run_1/final_clocks.png
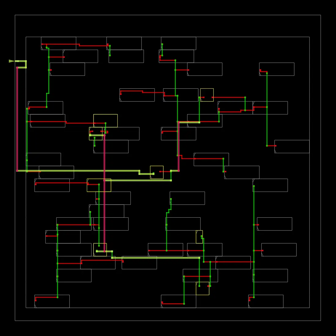
run_1/pins.png
Pins as bars across the die edge, other pins in grey.
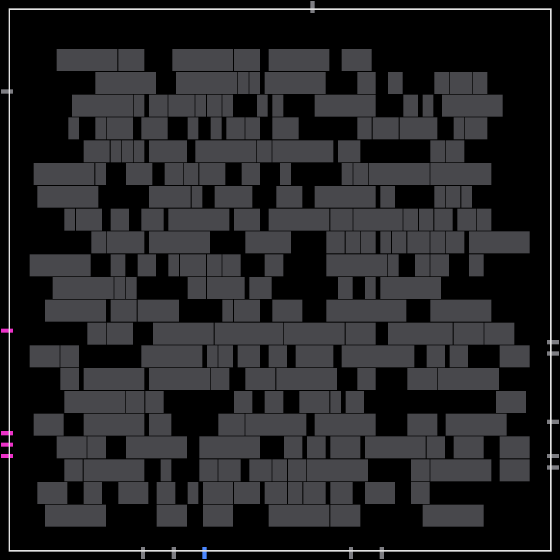
run_1/registers.png
Bar = 20 um.
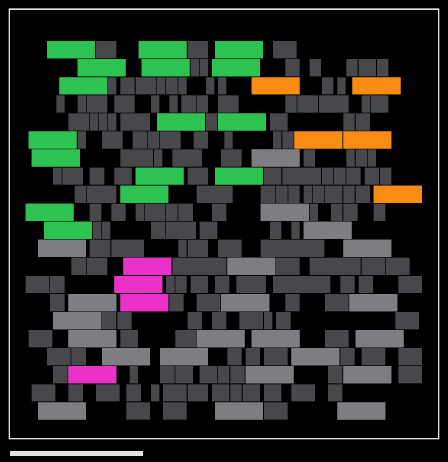
<file path="config.mk">
export PLATFORM = sky130hd
export DESIGN_NAME = keypad_scanner_flat
export DESIGN_NICKNAME = d
export VERILOG_FILES = /design/src/rtl/keypad_if.sv /design/src/rtl/keypad_scanner.sv /design/src/flat_wrapper.sv
export SDC_FILE = /design/constraint.sdc
export NUM_CORES = 1
export LEC_CHECK = 0
export CORE_MARGIN = 2
export CORE_UTILIZATION = 55
export DETAILED_ROUTE_END_ITERATION = 16
export MAX_ROUTING_LAYER = met4
export PLACE_DENSITY_LB_ADDON = 0.05
export SLEW_MARGIN = 40
export SYNTH_ARGS = -nofsm -noshare
export SYNTH_HDL_FRONTEND = slang
export SYNTH_SLANG_ARGS = --single-unit
export TNS_END_PERCENT = 20
</file>
<file path="constraint.sdc">
create_clock -name clk -period 2.95 [get_ports clk]
set_input_delay 0.4425 -clock clk [delete_from_list [all_inputs] [get_ports clk]]
set_output_delay 0.4425 -clock clk [all_outputs]
set_load 0.01 [all_outputs]
</file>
<file path="src/rtl/keypad_if.sv">
// Keypad matrix bundle: column drive out, row sense in,
// and the debounced key event toward the function adapter.
interface keypad_if;
   logic [3:0] row_in;
   logic [3:0] col_out;
   logic       keydown;
   logic [3:0] key_id;
   logic       key_held;

   modport master (
      input  row_in,
      output col_out,
      output keydown,
      output key_id,
      output key_held
   );

   modport slave (
      output row_in,
      input  col_out,
      input  keydown,
      input  key_id,
      input  key_held
   );
endinterface

</file>
<file path="src/rtl/keypad_scanner.sv">
// 4x4 active-low keypad scanner with press/release debounce.
// One key is tracked at a time; key_id = 4*column + row.
module keypad_scanner #(
   parameter int SCAN_DIV       = 50000,
   parameter int DEBOUNCE_TICKS = 20
) (
   input  logic     clk,
   input  logic     rst_n,
   keypad_if.master kp
);

   localparam int TW = (SCAN_DIV > 2) ? $clog2(SCAN_DIV) : 1;
   localparam int DW =
      (DEBOUNCE_TICKS > 1) ? $clog2(DEBOUNCE_TICKS) : 1;
   localparam logic [TW-1:0] TICK_MAX = TW'(SCAN_DIV - 1);
   localparam logic [DW-1:0] DB_MAX = DW'(DEBOUNCE_TICKS - 1);

   typedef enum logic [1:0] {
      SCAN,
      DEBOUNCE,
      PRESSED,
      RELEASE
   } state_t;

   logic [3:0]    r1_q;
   logic [3:0]    rs_q;
   logic [TW-1:0] cnt_q;
   logic          tick;

   state_t        state_q, state_d;
   logic [1:0]    col_q, col_d;
   logic [3:0]    colo_q, colo_d;
   logic [DW-1:0] db_q, db_d;
   logic [1:0]    cc_q, cc_d;
   logic [1:0]    cr_q, cr_d;
   logic          kd_q, kd_d;
   logic [3:0]    id_q, id_d;
   logic          held_q, held_d;

   logic          hit;
   logic [1:0]    low_row;

   // Two-flop synchronizer for the asynchronous row lines
   always_ff @(posedge clk) begin
      if (!rst_n) begin
         r1_q <= 4'hF;
         rs_q <= 4'hF;
      end else begin
         r1_q <= kp.row_in;
         rs_q <= r1_q;
      end
   end

   assign tick = (cnt_q == TICK_MAX);

   // Free-running scan tick divider
   always_ff @(posedge clk) begin
      if (!rst_n)    cnt_q <= '0;
      else if (tick) cnt_q <= '0;
      else           cnt_q <= cnt_q + 1'b1;
   end

   assign hit = ~rs_q[cr_q];

   // Lowest-index pressed row wins when several are low
   always_comb begin
      low_row = 2'd0;
      if      (!rs_q[0]) low_row = 2'd0;
      else if (!rs_q[1]) low_row = 2'd1;
      else if (!rs_q[2]) low_row = 2'd2;
      else if (!rs_q[3]) low_row = 2'd3;
   end

   // Scan/debounce next-state and output decisions, tick-paced
   always_comb begin
      state_d = state_q;
      col_d   = col_q;
      db_d    = db_q;
      cc_d    = cc_q;
      cr_d    = cr_q;
      kd_d    = 1'b0;
      id_d    = id_q;
      held_d  = held_q;
      if (tick) begin
         unique case (state_q)
            SCAN: begin
               if (rs_q == 4'hF) begin
                  col_d = col_q + 2'd1;
               end else begin
                  cc_d    = col_q;
                  cr_d    = low_row;
                  db_d    = '0;
                  state_d = DEBOUNCE;
               end
            end
            DEBOUNCE: begin
               if (!hit) begin
                  state_d = SCAN;
                  col_d   = col_q + 2'd1;
               end else if (db_q == DB_MAX) begin
                  state_d = PRESSED;
                  kd_d    = 1'b1;
                  id_d    = {cc_q, cr_q};
                  held_d  = 1'b1;
               end else begin
                  db_d = db_q + 1'b1;
               end
            end
            PRESSED: begin
               if (!hit) begin
                  db_d    = '0;
                  state_d = RELEASE;
               end
            end
            RELEASE: begin
               if (hit) begin
                  state_d = PRESSED;
               end else if (db_q == DB_MAX) begin
                  held_d  = 1'b0;
                  state_d = SCAN;
                  col_d   = col_q + 2'd1;
               end else begin
                  db_d = db_q + 1'b1;
               end
            end
            default: state_d = SCAN;
         endcase
      end
   end

   assign colo_d = ~(4'b0001 << col_d);

   // State and output registers
   always_ff @(posedge clk) begin
      if (!rst_n) begin
         state_q <= SCAN;
         col_q   <= 2'd0;
         colo_q  <= 4'b1110;
         db_q    <= '0;
         cc_q    <= 2'd0;
         cr_q    <= 2'd0;
         kd_q    <= 1'b0;
         id_q    <= 4'd0;
         held_q  <= 1'b0;
      end else begin
         state_q <= state_d;
         col_q   <= col_d;
         colo_q  <= colo_d;
         db_q    <= db_d;
         cc_q    <= cc_d;
         cr_q    <= cr_d;
         kd_q    <= kd_d;
         id_q    <= id_d;
         held_q  <= held_d;
      end
   end

   assign kp.col_out  = colo_q;
   assign kp.keydown  = kd_q;
   assign kp.key_id   = id_q;
   assign kp.key_held = held_q;

endmodule

</file>
<file path="src/flat_wrapper.sv">
// flat-port wrapper written by rule: the top's interface ports become plain ports
module keypad_scanner_flat 
#(
   parameter int SCAN_DIV       = 50000,
   parameter int DEBOUNCE_TICKS = 20
)
  (clk, rst_n, kp_row_in, kp_col_out, kp_keydown, kp_key_id, kp_key_held);
  keypad_if kp_i ();
  input  logic clk;
  input  logic rst_n;
  input wire logic [$bits(kp_i.row_in)-1:0] kp_row_in;
  output wire logic [$bits(kp_i.col_out)-1:0] kp_col_out;
  output wire logic [$bits(kp_i.keydown)-1:0] kp_keydown;
  output wire logic [$bits(kp_i.key_id)-1:0] kp_key_id;
  output wire logic [$bits(kp_i.key_held)-1:0] kp_key_held;
  assign kp_i.row_in = kp_row_in;
  assign kp_col_out = kp_i.col_out;
  assign kp_keydown = kp_i.keydown;
  assign kp_key_id = kp_i.key_id;
  assign kp_key_held = kp_i.key_held;
  keypad_scanner #(.SCAN_DIV(SCAN_DIV), .DEBOUNCE_TICKS(DEBOUNCE_TICKS)) u_core (.clk(clk), .rst_n(rst_n), .kp(kp_i));
endmodule
</file>
==> ci_impl_report.md, run 1 <==
### Flow metrics

| Metric | Value |
|---|---|
| Result of the run | `finished clean` |
| Worst rel slew slack | `0.590` |
| Post-Route M1 WL | `1670 um` |
| Most frequent cell after synthesis | `sky130_fd_sc_hd__dfxtp_1` |
| Highest clock rate | `0.457 GHz` |
| Prevailing logic family in the synthesized netlist | `simple AND/OR/NAND/NOR gates` |
| Initial core utilization | `0.589` |
| Placed wire-length estimate after detailed placement | `2470 um` |
| Inserted tap cell count | `46` |
| Data arrival time at the worst-slack endpoint | `2430 ps` |
| Detail Route met3 WL | `121 um` |
| Area delta synth->final | `12.9%` |
| Mean area per synthesized cell | `9.86 um2` |
| Endpoint type of the worst setup path | `register` |
| Later-pin clock latency in the skew report | `360 ps` |
| Relative area of non-clock buffer cells in the final design | `0.0694` |
| Most frequent cells after synthesis | `47 x sky130_fd_sc_hd__dfxtp_1, 20 x sky130_fd_sc_hd__nor2_1, 11 x sky130_fd_sc_hd__nand2b_1, 11 x sky130_fd_sc_hd__nand3_1` |
| Commonest flop | `sky130_fd_sc_hd__dfxtp_1` |
| Critical-path cell list | `ha_1, and3_1, nand4_2, a31oi_2, mux2i_1, nand2_1` |
| Reg-to-reg slack, setup | `760 ps` |
| Number of DRC markers after the initial detailed-route iteration | `50` |
| Post-Route Setup TNS | `0 ps` |
| WP data required | `3190 ps` |
## Picture notes: final_clocks.png
clock sink total: 47
final worst clock skew: 14.0 ps

## Picture notes: pins.png
Key: magenta = `kp_row_in` [pins 4, direction input, edge left]; blue = `rst_n` [pins 1, direction input, edge bottom]
All pins by edge: 5 left, 5 bottom, 5 right, 1 top.
height of the die: 64.5 um
Port Buffers: 15
horizontal extent of the die: 64.5 um

## Picture notes: registers.png
Key: orange = `u_core.db_q` [sequential cells 5]; green = `u_core.cnt_q` [sequential cells 16]; magenta = `u_core.rs_q` [sequential cells 4]
Another 22 sequential cells are not coloured.
flop share of the area: 0.414
final core occ: 0.665
sequential cell area in the final layout: 941 um2
seq pwr: 652 uW

-- run 1: registers in the layout, summed over array words and instances (netlist names), named ones only --
name                flops
u_core.db_q             5
u_core.cc_q             2
u_core.kp.keydown       1
u_core.rs_q             4
u_core.col_q            2
u_core.cr_q             2
u_core.state_q          1
u_core.kp.key_held      1
u_core.cnt_q           16
u_core.kp.col_out       4
u_core.r1_q             4
u_core.kp.key_id        4
-- run 1: stage by stage --
step                worst slack (ps)  hold slack, ps  cell area [um2]
finish                           760             421             2270
global route                     566             446             2270
CTS                              765             424             2270
detailed placement               782             396             2200
global placement                 943             391             2200
floorplan                       1060             386             2010
-- run 1: report_power, final --
group / switching (mW) / total, mW / internal [mW]
clock network: 0.189 / 0.330 / 0.141
registers: 0.00718 / 0.652 / 0.644
logic: 0.0219 / 0.0443 / 0.0223
run_1/metal_stack.png
Only two layers are drawn.
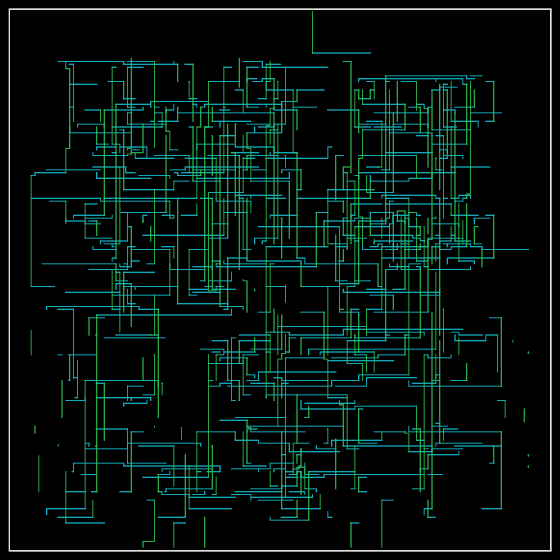

--- run 2 (diff from run 1) ---
==> constraint.sdc (replaced) <==
create_clock -name clk -period 2.2 [get_ports clk]
set_input_delay 0.33 -clock clk [delete_from_list [all_inputs] [get_ports clk]]
set_output_delay 0.33 -clock clk [all_outputs]
set_load 0.01 [all_outputs]
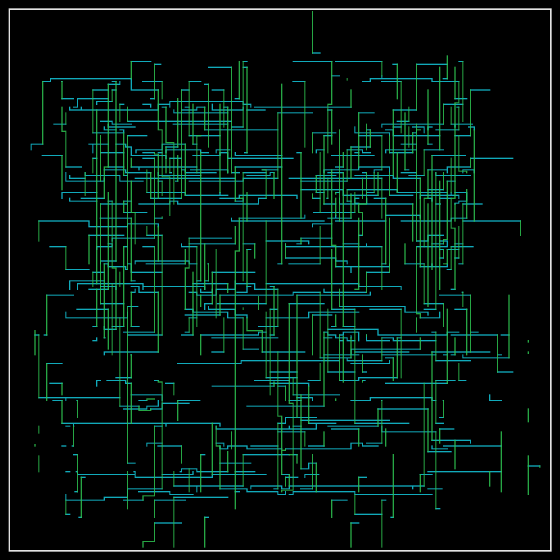
run_2/metal_stack.png
Only two layers are drawn.
Key: cyan = met1 [wire length 1,610 um]; green = met2 [wire length 1,640 um]

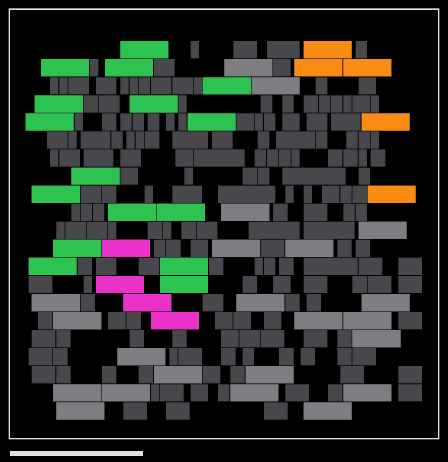
run_2/registers.png
Bar = 20 um.
Key: green = `u_core.cnt_q` [sequential cells 16]; magenta = `u_core.rs_q` [sequential cells 4]; orange = `u_core.db_q` [sequential cells 5, where upper right]
Another 22 sequential cells are not coloured.
final core occ: 0.673
flop share of the area: 0.409
seq pwr: 874 uW

==> ci_impl_report.md, run 2 <==
### Flow metrics

| Metric | Value |
|---|---|
| Result of the run | `finished clean` |
| Clock group share of total power | `0.300 (-0.021)` |
| Registers with the most flip-flops | `u_core.cnt_q x16, u_core.db_q x5` |
| Final worst clock skew | `8.86 ps (-5.12 ps)` |
| Detail Route met3 WL | `132 um (+9.1%)` |
| Worst Path Class, Setup | `register to register` |
| Highest clock rate | `0.493 GHz (+8.0%)` |
| Most frequent cells after synthesis | `47 x sky130_fd_sc_hd__dfxtp_1, 20 x sky130_fd_sc_hd__nor2_1, 11 x sky130_fd_sc_hd__nand2b_1, 11 x sky130_fd_sc_hd__nand3_1` |
| Placed standard-cell area | `2220 um2 (+1.0%)` |
| Cell Count, Final, Fillers Out | `270` |
| Largest register FFs | `16 (unchanged)` |
| Register with the most flip-flops | `u_core.cnt_q` |
| Data arrival time at the worst-slack endpoint | `2320 ps (-110 ps)` |
| Most frequent cell after synthesis | `sky130_fd_sc_hd__dfxtp_1` |
| Area delta synth->final | `14.3%` |
| Worst setup slack before clock tree synthesis | `162 ps (-619 ps)` |
| Post-Route M1 WL | `1610 um (-3.1%)` |
| Combinational power | `60.8 uW (+37%)` |
| Endpoint type of the worst setup path | `register` |
| Critical-path cell list | `nor4b_2, and4_1, o2111ai_4, or4_1, a21oi_1` |
| Net switching power | `290 uW (+33%)` |
| Horizontal extent of the die | `64.5 um (unchanged)` |
| Height of the die | `64.5 um (unchanged)` |
| Worst rel slew slack | `0.635 (+0.0446)` |
| Most frequent cells in the layout | `47 x sky130_fd_sc_hd__dfxtp_1, 20 x sky130_fd_sc_hd__nor2_1, 15 x sky130_fd_sc_hd__clkdlybuf4s50_1` |
| Prevailing logic family in the synthesized netlist | `simple AND/OR/NAND/NOR gates` |
| Final non-filler cell area | `2300 um2 (+1.2%)` |
| Seq pwr share | `0.655 (+0.020)` |
| Combinational Power Share | `0.046 (+0.003)` |
| WP data required | `2500 ps (-690 ps)` |
| P_clk | `400 uW (+21%)` |
| Number of DRC markers after the initial detailed-route iteration | `85 (+70%)` |
| Mean area per synthesized cell | `9.86 um2 (unchanged)` |
| Later-pin clock latency in the skew report | `350 ps (about the same)` |
-- run 2: netlist changes by cell type in the layout (fill, tap and decap cells not counted) --
cell	before	now
sky130_fd_sc_hd__nand4_4	0	1
sky130_fd_sc_hd__clkbuf_8	2	1
sky130_fd_sc_hd__clkinv_2	0	1
sky130_fd_sc_hd__a31oi_4	0	1
sky130_fd_sc_hd__buf_4	1	4
sky130_fd_sc_hd__clkbuf_1	1	0
sky130_fd_sc_hd__nand4_2	1	0
sky130_fd_sc_hd__a31oi_2	1	0
-- run 2: cell type report --
type                       instances  area (um2)
sequential                        47         941
tap                               46        57.6
inverter                           4        15.0
clock buffer                       6        51.3
timing repair buffer              19         180
clock inverter                     1        5.00
fill                             278        1120
multi-input combinational        147        1050
run_2/gate_families.png
Bar = 20 um.
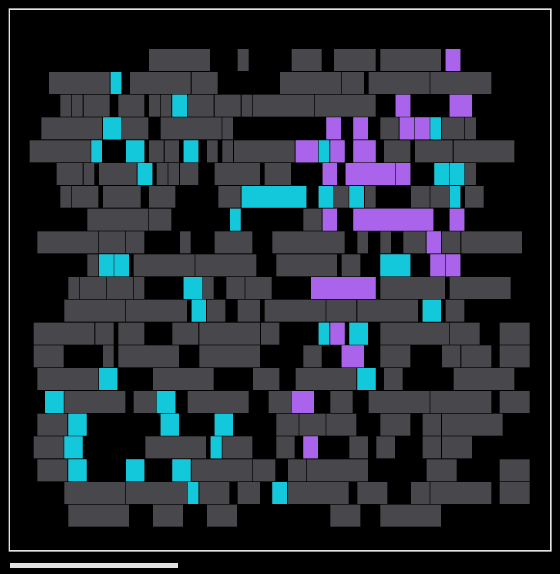

--- run 3 (diff from run 2) ---
--- a/config.mk
+++ b/config.mk
@@ -8,6 +8,7 @@
 export CORE_MARGIN = 2
 export CORE_UTILIZATION = 55
 export DETAILED_ROUTE_END_ITERATION = 16
+export GPL_TIMING_DRIVEN = 0
 export MAX_ROUTING_LAYER = met4
 export PLACE_DENSITY_LB_ADDON = 0.05
 export SLEW_MARGIN = 40
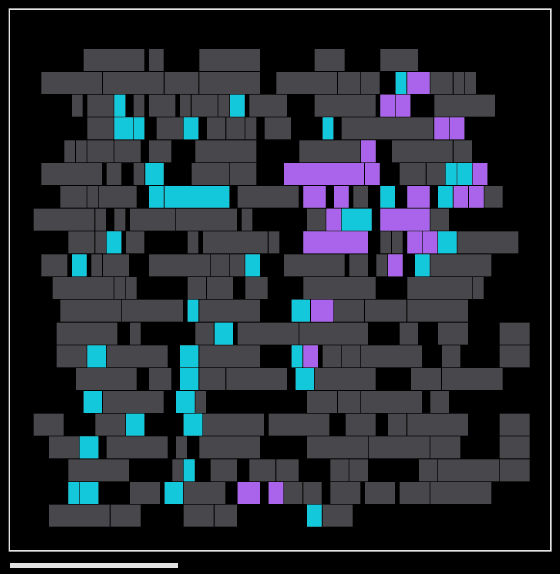
run_3/gate_families.png
Bar = 20 um.
Key: purple = inverting AOI/OAI gates [cells 24, most used a21oi_1]; cyan = NAND gates [cells 38, where widely spread]
multi-input logic portion of the cell area: 0.453
Cell Count, Final, Fillers Out: 272
commonest non-fill, non-tap cell in the layout: sky130_fd_sc_hd__dfxtp_1

==> ci_impl_report.md, run 3 <==
### Flow metrics

| Metric | Value |
|---|---|
| Result of the run | `finished clean` |
| Number of antenna diodes | `0` |
| Highest clock rate | `0.484 GHz (-1.9%)` |
| Slew @ Worst Pin | `517 ps` |
| Number of DRC markers after the initial detailed-route iteration | `67 (-21%)` |
| Detail Route met3 WL | `97 um (-27%)` |
| Clock group share of total power | `0.364 (+0.064)` |
| Final non-filler cell area | `2330 um2 (+1.2%)` |
| Prevailing logic family in the synthesized netlist | `simple AND/OR/NAND/NOR gates` |
| Largest register FFs | `16 (unchanged)` |
| Later-pin clock latency in the skew report | `360 ps (about the same)` |
| Worst Path Class, Setup | `register to register` |
| Most frequent cells in the layout | `46 x sky130_fd_sc_hd__dfxtp_1, 20 x sky130_fd_sc_hd__nor2_1, 15 x sky130_fd_sc_hd__clkdlybuf4s50_1` |
| Registers with the most flip-flops | `u_core.cnt_q x16, u_core.db_q x5` |
| Endpoint type of the worst setup path | `register` |
| Sequential cell area in the final layout | `942 um2 (+0.13%)` |
| Seq pwr | `874 uW (about the same)` |
| Area used by multi-input combinational logic | `1050 um2 (+0.60%)` |
| Placed standard-cell area | `2220 um2 (-0.28%)` |
| Most frequent cell after synthesis | `sky130_fd_sc_hd__dfxtp_1` |
| Worst rel slew slack | `0.652 (+0.0167)` |
| Area delta synth->final | `15.7%` |
| Combinational power | `60.7 uW (about the same)` |
| Horizontal extent of the die | `64.5 um (unchanged)` |
| Post-Route M1 WL | `1700 um (+5.1%)` |
| Final worst clock skew | `9.28 ps (+0.415 ps)` |
| Data arrival time at the worst-slack endpoint | `2370 ps (+50 ps)` |
| P_clk | `535 uW (+34%)` |
| Fillers | `274 (-1.4%)` |
| Seq pwr share | `0.595 (-0.060)` |
| WP data required | `2510 ps (about the same)` |
| Height of the die | `64.5 um (unchanged)` |
| Register with the most flip-flops | `u_core.cnt_q` |
| Global-route wire length before repair | `6230 um` |
| Combinational Power Share | `0.041 (-0.005)` |
| Most frequent cells after synthesis | `47 x sky130_fd_sc_hd__dfxtp_1, 20 x sky130_fd_sc_hd__nor2_1, 11 x sky130_fd_sc_hd__nand2b_1, 11 x sky130_fd_sc_hd__nand3_1` |
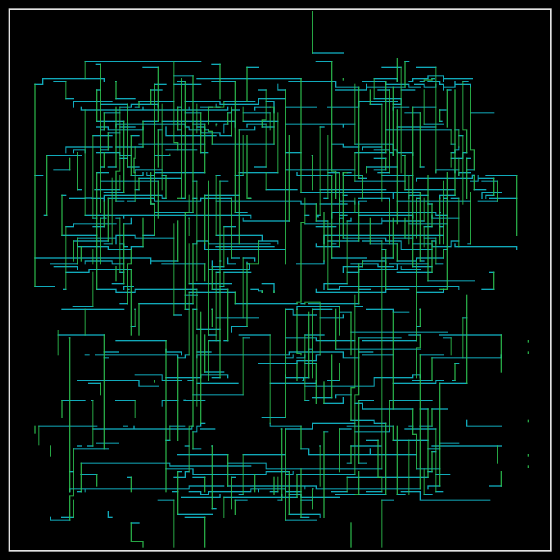
run_3/metal_stack.png
Only two layers are drawn.
Key: green = met2 [wire length 1,730 um]; cyan = met1 [wire length 1,700 um]

[run 3: final cells by class]
cell class | instances | area share
Timing Repair Buffer | 15 | 0.0646
Buffer | 5 | 0.00861
Clock buffer | 6 | 0.0221
Sequential cell | 47 | 0.405
Clock inverter | 2 | 0.0151
Tap cell | 46 | 0.0247
Multi-Input combinational cell | 147 | 0.453
Inverter | 4 | 0.00646
[run 3: critical path: stages, from the launching register on]
cell                        delay, ps
sky130_fd_sc_hd__dfxtp_1          410
sky130_fd_sc_hd__mux4_2           650
sky130_fd_sc_hd__nand3_2          180
sky130_fd_sc_hd__o2111ai_4        200
sky130_fd_sc_hd__or4_1            440
sky130_fd_sc_hd__a21oi_1          140
[run 3: what timing repair did]
item | CTS | global route
hold buffers | 0 | 0
setup endpoints to repair | 3 | 14
gates resized | 2 | 4
pin swaps | 1 | 0
Power is estimated from default activity; no workload was simulated.
